<file path="config.mk">
export PLATFORM = sky130hd
export DESIGN_NAME = inv_clarke
export DESIGN_NICKNAME = d
export VERILOG_FILES = /design/src/rtl/inv_clarke.sv
export SDC_FILE = /design/constraint.sdc
export NUM_CORES = 1
export LEC_CHECK = 0
export ABC_AREA = 1
export CAP_MARGIN = 40
export CORE_MARGIN = 3
export CORE_UTILIZATION = 55
export CTS_BUF_LIST = sky130_fd_sc_hd__clkbuf_16
export CTS_CLUSTER_SIZE = 28
export DETAILED_ROUTE_END_ITERATION = 12
export PLACE_DENSITY = 0.76
export SYNTH_ARGS = -nofsm -noshare
export SYNTH_HDL_FRONTEND = slang
export SYNTH_SLANG_ARGS = --single-unit
</file>
<file path="constraint.sdc">
create_clock -name clk -period 7.8 [get_ports clk]
set_clock_uncertainty 0.1 [all_clocks]
set_input_delay 1.17 -clock clk [delete_from_list [all_inputs] [get_ports clk]]
set_output_delay 1.17 -clock clk [all_outputs]
set_load 0.005 [all_outputs]
</file>
<file path="src/rtl/inv_clarke.sv">
// rtl/inv_clarke.sv - two-stage inverse Clarke transform (alpha/beta to a/b/c) with valid/ready flow control
module inv_clarke #(
    parameter int D_WIDTH = 18,
    parameter int Q_BITS  = 15
) (
    input  logic               clk,
    input  logic               rstb,
    input  logic [D_WIDTH-1:0] alpha,
    input  logic [D_WIDTH-1:0] beta,
    input  logic               in_valid,
    output logic               in_ready,
    output logic [D_WIDTH-1:0] a,
    output logic [D_WIDTH-1:0] b,
    output logic [D_WIDTH-1:0] c,
    output logic               sat,
    output logic               out_valid,
    input  logic               out_ready
);

    // Full-precision product width and the widened b/c width used before clipping.
    localparam int PW = D_WIDTH + Q_BITS + 1;
    localparam int WW = D_WIDTH + 2;

    // sqrt(3)/2 in Q_BITS fractional bits, rounded to nearest.
    localparam int K_INT = $rtoi(0.8660254037844386 * (2.0 ** Q_BITS) + 0.5);
    localparam logic signed [PW-1:0] K_EXT  = PW'(K_INT);
    localparam logic signed [PW-1:0] RND    = PW'(2 ** (Q_BITS - 1));
    localparam logic signed [WW-1:0] SAT_HI = {3'b000, {(D_WIDTH-1){1'b1}}};
    localparam logic signed [WW-1:0] SAT_LO = {3'b111, {(D_WIDTH-1){1'b0}}};

    logic               s1_valid_q, s1_valid_d;
    logic [D_WIDTH-1:0] s1_alpha_q, s1_alpha_d;
    logic [D_WIDTH-1:0] s1_p_q,     s1_p_d;
    logic [D_WIDTH-1:0] a_q, a_d;
    logic [D_WIDTH-1:0] b_q, b_d;
    logic [D_WIDTH-1:0] c_q, c_d;
    logic               sat_q, sat_d;
    logic               out_valid_q, out_valid_d;

    logic s2_adv;
    logic s1_adv;

    logic signed [PW-1:0] beta_ext;
    logic signed [PW-1:0] prod;
    logic signed [WW-1:0] half_w;
    logic signed [WW-1:0] p_w;
    logic signed [WW-1:0] b_w;
    logic signed [WW-1:0] c_w;

    // Pipeline advance conditions; a stage may load when it is empty or its successor drains.
    always_comb begin
        s2_adv   = !out_valid_q | out_ready;
        s1_adv   = !s1_valid_q | s2_adv;
        in_ready = s1_adv;
    end

    // Stage 1: scale beta by K and round half-up, capture alpha alongside it.
    always_comb begin
        beta_ext   = {{(PW-D_WIDTH){beta[D_WIDTH-1]}}, beta};
        prod       = beta_ext * K_EXT;
        s1_valid_d = s1_valid_q;
        s1_alpha_d = s1_alpha_q;
        s1_p_d     = s1_p_q;
        if (s1_adv) begin
            s1_valid_d = in_valid;
            if (in_valid) begin
                s1_alpha_d = alpha;
                s1_p_d     = D_WIDTH'((prod + RND) >>> Q_BITS);
            end
        end
    end

    // Stage 2: form b and c two bits wider than the ports, then clip and flag clipping.
    always_comb begin
        half_w      = {{3{s1_alpha_q[D_WIDTH-1]}}, s1_alpha_q[D_WIDTH-1:1]};
        p_w         = {{2{s1_p_q[D_WIDTH-1]}}, s1_p_q};
        b_w         = p_w - half_w;
        c_w         = -half_w - p_w;
        a_d         = a_q;
        b_d         = b_q;
        c_d         = c_q;
        sat_d       = sat_q;
        out_valid_d = out_valid_q;
        if (s2_adv) begin
            out_valid_d = s1_valid_q;
            if (s1_valid_q) begin
                a_d   = s1_alpha_q;
                sat_d = 1'b0;
                if (b_w > SAT_HI) begin
                    b_d   = SAT_HI[D_WIDTH-1:0];
                    sat_d = 1'b1;
                end else if (b_w < SAT_LO) begin
                    b_d   = SAT_LO[D_WIDTH-1:0];
                    sat_d = 1'b1;
                end else begin
                    b_d = b_w[D_WIDTH-1:0];
                end
                if (c_w > SAT_HI) begin
                    c_d   = SAT_HI[D_WIDTH-1:0];
                    sat_d = 1'b1;
                end else if (c_w < SAT_LO) begin
                    c_d   = SAT_LO[D_WIDTH-1:0];
                    sat_d = 1'b1;
                end else begin
                    c_d = c_w[D_WIDTH-1:0];
                end
            end
        end
    end

    // State registers; reset discards everything in flight.
    always_ff @(posedge clk or negedge rstb) begin
        if (!rstb) begin
            s1_valid_q  <= 1'b0;
            s1_alpha_q  <= '0;
            s1_p_q      <= '0;
            a_q         <= '0;
            b_q         <= '0;
            c_q         <= '0;
            sat_q       <= 1'b0;
            out_valid_q <= 1'b0;
        end else begin
            s1_valid_q  <= s1_valid_d;
            s1_alpha_q  <= s1_alpha_d;
            s1_p_q      <= s1_p_d;
            a_q         <= a_d;
            b_q         <= b_d;
            c_q         <= c_d;
            sat_q       <= sat_d;
            out_valid_q <= out_valid_d;
        end
    end

    assign a         = a_q;
    assign b         = b_q;
    assign c         = c_q;
    assign sat       = sat_q;
    assign out_valid = out_valid_q;

endmodule

</file>
### Cell classes on the final placement

Bar = 50 um.
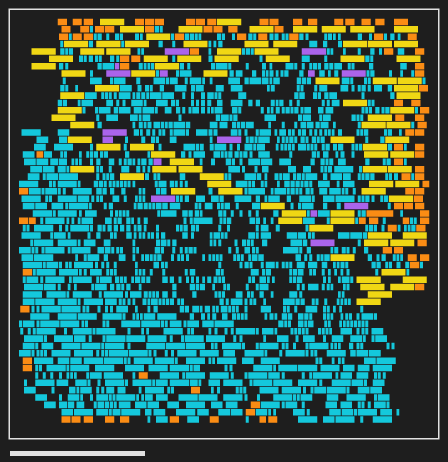
Key: purple = clock drivers and dummy loads [cells 15, share of their area 2.0%]; yellow = flip-flops [cells 93, share of their area 17%]; orange = other buffers and delay cells [cells 103, share of their area 7.4%]; cyan = all other logic [cells 1,529, share of their area 74%]
Cell Rows: 55
post-route cell area: 0.0143 mm2
final core area utilization: 63.0%
floorplan core area: 0.0227 mm2

### Wiring heat map

Bar = 50 um. 32 x 32 tiles, from black (low) to pale yellow (high), scaled to the fullest tile. Values are wire area over tile area, all layers added.
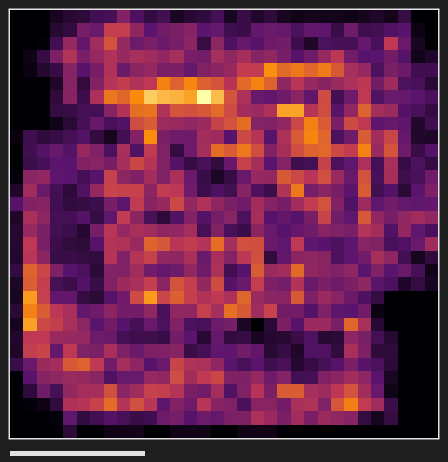
15% of the tiles are over half the peak. The emptiest ninth of the die: bottom right. The fullest tile reaches 0.66. The mean over all tiles is 0.20. 9.2% of the tiles are nearly empty.
Global Route Usage Sum: 26.4%
Wirelength per Cell: 15.6 um
drt total wl: 31,600 um
total number of vias: 10,700

==> metrics.sh <==
HP-CLASS='reg2reg'
CTS-BUFFERS-INSERTED=9
IO_BUFFERS=96
YOSYS.AREA.TOP_TYPE_SHARE_PCT=20.8
FLIP_FLOP_AND_LATCH_COUNT_AFTER_SYNTHESIS=93
POSTCTSRESIZEDCELLS=0
HPWLAFTERDP_UM=27400
SYNTH-SEQ-AREA-SHARE_PCT=18.3
SEQUENTIAL_CELL_TOTAL=93
FILL_CELLS=2065
FIRST_GLOBAL_VIAS=10300
NUMPLACEDINSTANCES=2010
CLOCKBUFFERCOUNT=9
DIE_WIDTH_UM=158
SYNTH-EDFF-COUNT=0
FINAL_LAYOUT_SIZE_SUFFIX_GT1_SHARE_PCT=4.43
ANT_NETS=0
GRT_SETUP_UNREPAIRED='false'
CTS_TREE='done'
TOP_CELLS_BY_AREA='sky130_fd_sc_hd__fa_1 (21%), sky130_fd_sc_hd__dfrtp_1 (18%), sky130_fd_sc_hd__ha_1 (16%)'
GRT_START_MAX_NET_PINS=56
CLKSLEWWORSTSETUPHOLDPATHS_NS=0.07
CRIT-REG2REG-LAUNCH='s1_alpha_q[2]'
CTS_MAX_PATH_BUFFERS=2
SEQ_AREA_MM2=0.00233
POST-ROUTE-PERIOD-UTIL_PCT=91.1
MAX_FREQ_MHz=141
SYNTH_CHIP_AREA_MM2=0.0127
CLOCK_SINK_COUNT=93
NUMBER_OF_SETUP_BUFFERS_ADDED_AFTER_CTS=0
INITCOREUTIL_PCT=56.0
FINALWEIGHTEDCONGESTION=0.930
CLOCK_AREA_SHARE_PCT=1.91
WORSTSKEWPAIRLATENCY_NS=0.36
HOLD_BUFFERS=0
GRT_OVERFLOW=0
YS_ASYNC_RST_SHARE_PCT=100
RUN_STATUS='finished clean'
SYN_AREA_PER_CELL_UM2=7.76
FIRSTDRTPASSITERS=6
NETLIST-CELL-TYPE-COUNT=49
COMBGATEAREA_MM2=0.00881
SYN_INST=1640
FLOORPLAN.NETS=1976
TAP_CELLS=285
DRC=0
CHIP_AREA_MM2=0.0250
MIN_PATH_CELLS=2
SYNTH.CELL_AREA_MM2=0.0127
PLACE_WS_NS=0.338
STAGE_LOG_WARNINGS=50
CRIT_PATH_SLOWEST_CELL='sky130_fd_sc_hd__fa_1'
MIN_TO='b[17]'
DRV.MAX_CAP_VIOLATION_COUNT=0
DESIGN.FINAL.NETS=2072
FLOORPLAN.DIE.HEIGHT_UM=158
ANTENNA_VIOLATIONS_BEFORE_REPAIR=0
CRITPATHARRIVALTIME_NS=7.30
ROOT_BUFFER='sky130_fd_sc_hd__clkbuf_16'
N_ANTENNA_CELL=0
IOPINCOUNT=97
SYNTHESIS.YOSYS.WARNINGS=0
GRT_PASS1_WL_UM=52000
SYN2LAYOUT_AREA_GROWTH_PCT=12.5
SLEW-LIMIT-HEADROOM_PCT=42.4
CTS_H_TREE_DEPTH=3
TIMING.FINAL.MAX_SLEW_VIOLATIONS=0
POST-SYNTH-TOP-AREA-CELL='sky130_fd_sc_hd__fa_1'
ROUTED_VIA_DENSITY=5.27
CRITICAL-PATH-MAX-STAGE-DELAY_NS=0.54
WORSTSETUPSTARTPOINTTYPE='input pin'
LAYOUT_SETUP_WS_NS=0.696
WORST-SLEW-PIN-TRANSITION_NS=0.863
LAY_TOP_CELLS='sky130_fd_sc_hd__inv_1 (392), sky130_fd_sc_hd__nand2_1 (326), sky130_fd_sc_hd__ha_1 (164)'
CRIT_END_CATEGORY='flop'
FINAL-HOLD-VIOLATION-COUNT=0
CRIT_TYPE='in2reg'
DRT_ITER0_MARKERS=783
LAYOUT.NONCLK_BUF_SHARE_PCT=7.26
MULTI_INPUT_COMB_CELLS=1127
MIN_PERIOD_NS=7.10
INV_COUNT=402
NONCLOCKBUFFERCOUNT=103
SEQ-CELL-SHARE_PCT=16.3
SYNTH_TOP_FLOP_CELL='sky130_fd_sc_hd__dfrtp_1'
FF2FF_SETUP_SLACK_NS=4.39
WORST_EP_REQUIRED_TIME_NS=7.99
DOMINANT_KIND_OF_CELL='multi-input combinational cells'
TIMING.SETUP.TNS_NS=0
CRIT-REG2REG-CAPTURE='c[9]'
WORSTREGTOREGCELLS=14
SETUP_VIOL=0
YOSYS_CELLS=1640
HOLDCRITSTARTPOINT='b[17]'
CRIT_FANOUT=5
### Gate families picked out

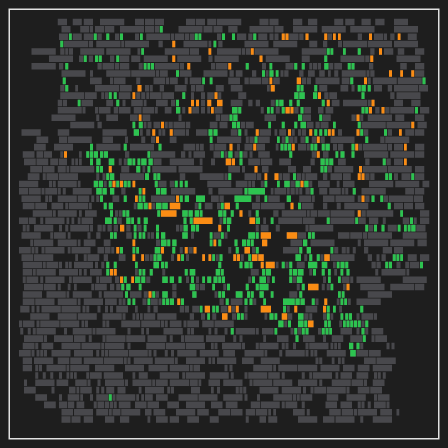
Key: green = NAND gates [cells 436]; orange = NOR gates [cells 131]
filler-free cell count of the finished design: 2,025
combinational share of cell area: 61.5%
most frequently placed logic cell in the final layout: sky130_fd_sc_hd__inv_1

### Routing congestion

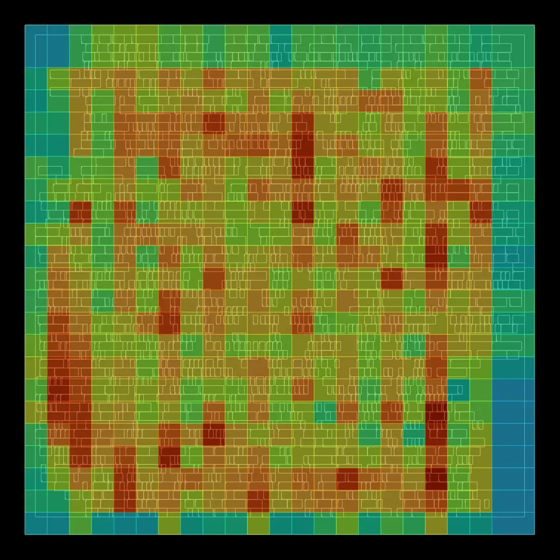
GRT met2 Usage: 40.5%
peak-usage layer in the global routing report: met2
met3 usage: 4.18%
fraction of met1 tracks used by global routing: 40.1%

-- worst max-delay path: cells and delay by family --
family          cells  cell delay [ns]
fa+ha+maj           8             3.46
simple gates        9             1.16
buf+inv             6             0.82
compound gates      2             0.41
xor+xnor            1             0.26
-- through the flow --
step / instance area [um2] / hold slack (ns)
after CTS: 14300 / 0.389
after detailed placement: 14000 / 0.374
after floorplan: 12700 / 0.375
after global routing: 14300 / 0.400
final: 14300 / 0.386
after global placement: 14000 / 0.364
-- cells by family after synthesis --
| kind of cell | share of synthesized area, % |
|---|---|
| AND/OR/NAND/NOR | 19.7 |
| adder cells (fa/ha/maj) | 36.9 |
| flip-flops | 18.3 |
| AND-OR/OR-AND | 9.09 |
| buffers and inverters | 12.5 |
| XOR/XNOR | 3.50 |
-- Yosys cell counts, types with 2 or more instances --
cell type and n:
sky130_fd_sc_hd__a21o_1 7, sky130_fd_sc_hd__a21oi_1 85, sky130_fd_sc_hd__a21oi_2 2, sky130_fd_sc_hd__a31oi_1 4, sky130_fd_sc_hd__and2_1 2, sky130_fd_sc_hd__buf_1 3, sky130_fd_sc_hd__buf_2 3, sky130_fd_sc_hd__clkbuf_1 10
sky130_fd_sc_hd__dfrtp_1 93, sky130_fd_sc_hd__fa_1 132, sky130_fd_sc_hd__ha_1 164, sky130_fd_sc_hd__inv_1 392, sky130_fd_sc_hd__inv_2 9, sky130_fd_sc_hd__nand2_1 326, sky130_fd_sc_hd__nand2_2 12, sky130_fd_sc_hd__nand3_1 69
sky130_fd_sc_hd__nand3_2 3, sky130_fd_sc_hd__nand3_4 2, sky130_fd_sc_hd__nand3b_1 4, sky130_fd_sc_hd__nand4_1 19, sky130_fd_sc_hd__nor2_1 103, sky130_fd_sc_hd__nor2_2 10, sky130_fd_sc_hd__nor2_4 5, sky130_fd_sc_hd__nor3_1 7
sky130_fd_sc_hd__nor4_1 3, sky130_fd_sc_hd__o21a_1 5, sky130_fd_sc_hd__o21ai_0 76, sky130_fd_sc_hd__o21ai_1 5, sky130_fd_sc_hd__o21ai_2 3, sky130_fd_sc_hd__o21bai_1 15, sky130_fd_sc_hd__or2_2 2, sky130_fd_sc_hd__xnor2_1 10
sky130_fd_sc_hd__xor2_1 39
-- per-layer routing --
metal / GRT usage (%) / vias up / wire length (um)
li1: - / 5232 / -
met1: 40.1 / 5091 / 15400
met2: 40.5 / 315 / 13900
met3: 4.18 / 29 / 1900
met4: 4.51 / 0 / 393
met5: 0 / - / 0
-- state kept, by name, summed over array words and instances (netlist names) --
signal / flops
a: 18
b: 18
sat: 1
s1_valid_q: 1
out_valid: 1
s1_alpha_q: 18
s1_p_q: 18
c: 18
-- how the worst max path moves through the flow --
stage	from	endpoint	slack [ns]	cells after the start
2_1_floorplan	beta[7]	s1_p_q[15]	1.39	26
3_3_place_gp	beta[9]	s1_p_q[13]	0.47	25
3_5_place_dp	beta[9]	s1_p_q[13]	0.34	25
4_1_cts	beta[9]	s1_p_q[11]	0.69	26
5_1_grt	beta[9]	s1_p_q[11]	0.32	26
6_report	beta[9]	s1_p_q[11]	0.70	26
